**Cell placement**

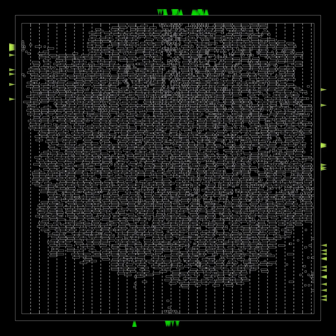
**Pin map**

(1 px per µm) Pins as bars across the die edge, other pins in grey.
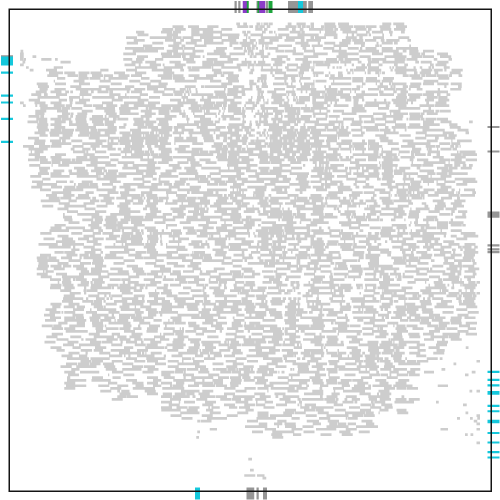
`src/rtl/instr_mem_loader.sv`:
```
// Instruction store with a load phase followed by sequential instruction issue.
// Optional macro INSTR_LOOP_PROG_EN: restart from word 0 at end of program instead of halting.
module instr_mem_loader (
    input  logic        clk,
    input  logic        reset,
    input  logic        store_en,
    input  logic [5:0]  store_address,
    input  logic [31:0] store_data,
    input  logic        load_done,
    input  logic        next_instr,
    output logic [31:0] instr,
    output logic        instr_valid,
    output logic [6:0]  prog_len,
    output logic        halted
);

    localparam logic [1:0] LOAD  = 2'd0;
    localparam logic [1:0] FETCH = 2'd1;
    localparam logic [1:0] VALID = 2'd2;
    localparam logic [1:0] HALT  = 2'd3;

    logic [1:0]  state;
    logic [1:0]  state_next;
    logic [5:0]  pc;
    logic [5:0]  pc_next;
    logic [6:0]  len_next;
    logic [6:0]  store_end;
    logic        store_hit;
    logic        last_word;
    logic [31:0] mem [64];

    assign store_hit = (state == LOAD) && store_en;
    assign store_end = {1'b0, store_address} + 7'd1;

    // 7-bit compare so that prog_len = 64 terminates at pc = 63 without wrapping
    assign last_word = !(({1'b0, pc} + 7'd1) < prog_len);

    assign halted = (state == HALT);

    always_comb begin
        len_next = prog_len;
        if (store_hit && (store_end > prog_len)) begin
            len_next = store_end;
        end
    end

    always_comb begin
        state_next = state;
        pc_next    = pc;
        case (state)
            LOAD: begin
                if (load_done) begin
                    pc_next    = '0;
                    state_next = (len_next != 7'd0) ? FETCH : HALT;
                end
            end
            FETCH: begin
                state_next = VALID;
            end
            VALID: begin
                if (next_instr) begin
                    if (!last_word) begin
                        pc_next    = pc + 6'd1;
                        state_next = FETCH;
                    end else begin
`ifdef INSTR_LOOP_PROG_EN
                        pc_next    = '0;
                        state_next = FETCH;
`else
                        state_next = HALT;
`endif
                    end
                end
            end
            HALT: begin
                state_next = HALT;
            end
            default: begin
                state_next = LOAD;
            end
        endcase
    end

    always_ff @(posedge clk or posedge reset) begin
        if (reset) begin
            state       <= LOAD;
            pc          <= '0;
            prog_len    <= '0;
            instr       <= '0;
            instr_valid <= 1'b0;
        end else begin
            state    <= state_next;
            pc       <= pc_next;
            prog_len <= len_next;
            if (state == FETCH) begin
                instr       <= mem[pc];
                instr_valid <= 1'b1;
            end else if ((state == VALID) && next_instr) begin
                instr_valid <= 1'b0;
            end
        end
    end

    // Storage is deliberately not reset; contents are reloaded after every reset
    always_ff @(posedge clk) begin
        if (store_hit && !reset) begin
            mem[store_address] <= store_data;
        end
    end

endmodule

```
`config.mk`:
```
export PLATFORM = sky130hd
export DESIGN_NAME = instr_mem_loader
export DESIGN_NICKNAME = d
export VERILOG_FILES = /design/src/rtl/instr_mem_loader.sv
export SDC_FILE = /design/constraint.sdc
export NUM_CORES = 2
export LEC_CHECK = 0
export CAP_MARGIN = 20
export CORE_MARGIN = 10
export CORE_UTILIZATION = 38
export CTS_CLUSTER_SIZE = 16
export DETAILED_ROUTE_END_ITERATION = 10
export GPL_ROUTABILITY_DRIVEN = 1
export GPL_TIMING_DRIVEN = 0
export HOLD_SLACK_MARGIN = 0.12
export PLACE_DENSITY = 0.53
export SETUP_SLACK_MARGIN = 0.1
export SLEW_MARGIN = 30
export SYNTH_ARGS = -nofsm -noshare
export SYNTH_HDL_FRONTEND = slang
export SYNTH_SLANG_ARGS = --single-unit
```
`constraint.sdc`:
```
create_clock -name clk -period 6.23 [get_ports clk]
set_input_delay 0.623 -clock clk [delete_from_list [all_inputs] [get_ports clk]]
set_output_delay 0.623 -clock clk [all_outputs]
set_load 0.02 [all_outputs]
```
==> results.yml <==
# physical design summary
outcome:
  run_status: "complete, no violations"
detailed_routing:
  route.detailed.drc: 0
  dr.first_iter.drc_count: 4819
  sum_of_routed_wire_length_over_all_layers_um: 235000
  avgRoutedWirePerCell_um: 32.1
  detail_route.vias_per_cell: 5.60
global_route:
  grtUsageMet2: 0.318
  grt_pass1_vias: 41300
  gr-usage-met3: 0.0311
  overall_fraction_of_global_route_tracks_in_use: 0.200
  global_route.usage.met1: 0.286
  grt_start_max_net_pins: 65
  grt_pass1_wl_um: 328000
cells_and_area:
  largest_register_ffs: 2048
  layout_top_cells_excl_fill_tap: "sky130_fd_sc_hd__edfxtp_1, sky130_fd_sc_hd__mux2i_1, sky130_fd_sc_hd__mux4_2, sky130_fd_sc_hd__clkbuf_16, sky130_fd_sc_hd__o22ai_1"
  clk_share: 0.0692
  top_register: "mem"
  dominant_cells: "registers"
  post_layout_nonfiller_instances: 7322
  nClkBuffers: 270
  seq_area_mm2: 0.0627
  n_fill_cell: 17700
cts:
  quantity_of_gates_resized_following_cts: 0
  cts_tree: "built"
  insertion_delay_to_the_later_sink_of_the_worst_skew_pair_ns: 0.84
  cts.hold.buffers_added: 22
floorplanning:
  num_io_pins: 84
  floorplan.core_area_mm2: 0.210
  fp_util: 0.383
logic_synthesis:
  synthesis.nets: 3928
  synth_area_mm2: 0.0806
  yosysTopAreaCellShare: 0.763
  number_of_enable_flip_flop_cells: 2048
  yosys-stat-area_mm2: 0.0806
  count_of_instantiated_cells_in_the_yosys_netlist: 3870
  async_flop_share: 0.0229
sta:
  hold_viol: 0
  finalClockPeriodUsage: 0.675
  finalHoldWorstSlack_ns: 0.183
  timing.clock.skew_ns: 0.0291
setup_path:
  worstSetupEndpointType: "register"
  crit_buf_inv: 5
  critical_path_fanouts_max: 10
  critPathMaxStageDelay_ns: 0.71
  timing.setup.critical_path_class: "reg2reg"
  rr_worst_depth: 12
  critPathLaunch: "pc[0]$_DFFE_PP0P_"
  reg2reg_from: "pc[0]$_DFFE_PP0P_"
  worstPathArrival_ns: 4.93
  crit_path_end: "pc[4]$_DFFE_PP0P_"
  timing.critical_path.cells: "buf_2 > buf_2 > buf_2 > clkbuf_1 > nand3_1 > xor2_1 > inv_1 > ha_1 > a211oi_1 > a31oi_1 > or3_1 > o2bb2ai_1"
  cell_seen_most_often_among_critical_path_stages: "sky130_fd_sc_hd__buf_2"
  cpMaxStageDelayCell: "sky130_fd_sc_hd__clkbuf_1"
pwr:
  p_sw_frac: 0.288
  p_seq_frac: 0.445
  p_sw_mw: 10.3
  power_consumption_mw: 35.6
  ir_drop_mv: 0.351
  p_leak_nw: 29.3
  combPwrFrac: 0.210
placed_design:
  detailedPlace.worstSlack_ns: 1.84
  gp_congestion: 0.864
min_path:
  worstHoldPathType: "in2reg"
  min_delay_worst_endpoint: "mem[25][14]$_DFFE_PP_"
flow_run:
  drv_cap: 0
About 'cell placement':
Seq cells: 2096
site row count: 168

About 'pin map':
| port | colour | pins | direction | edge |
|---|---|---|---|---|
| prog_len | green | 7 | output | north |
| store_address | purple | 6 | input | north |
| store_data | cyan | 32 | input | 13 east, 11 west, 4 north, 4 south |
all pins by edge: 38 north, 22 east, 12 west, 12 south
die extent in x: 480 µm
floorplan die height: 480 µm
Port Buf Inserts: 80

==> kinds of logic (layout without fill, tap and decap cells) <==
group / count (synthesis) / count (layout) / synth area share
muxes: 730 / 730 / 0.146
AOI/OAI and AO/OA: 402 / 402 / 0.0348
adders and majority gates: 15 / 15 / 0.00233
buffers and inverters: 232 / 867 / 0.0162
xor gates and xnor gates: 8 / 8 / 0.000870
DFF: 2096 / 2096 / 0.778
and+or+nand+nor: 387 / 387 / 0.0218
other: 0 / 12 / 0
==> power by group through the flow <==
stage	clock network, mW	registers [mW]	logic [mW]
finish	12.3	15.8	7.46
global route	13.1	15.8	7.82
CTS	12.5	15.8	7.52
detailed placement	0	16.1	7.49
global placement	0	16.2	7.38
floorplan	0	16.1	4.30
No activity file was given, so power comes from the tool's default toggle rates.
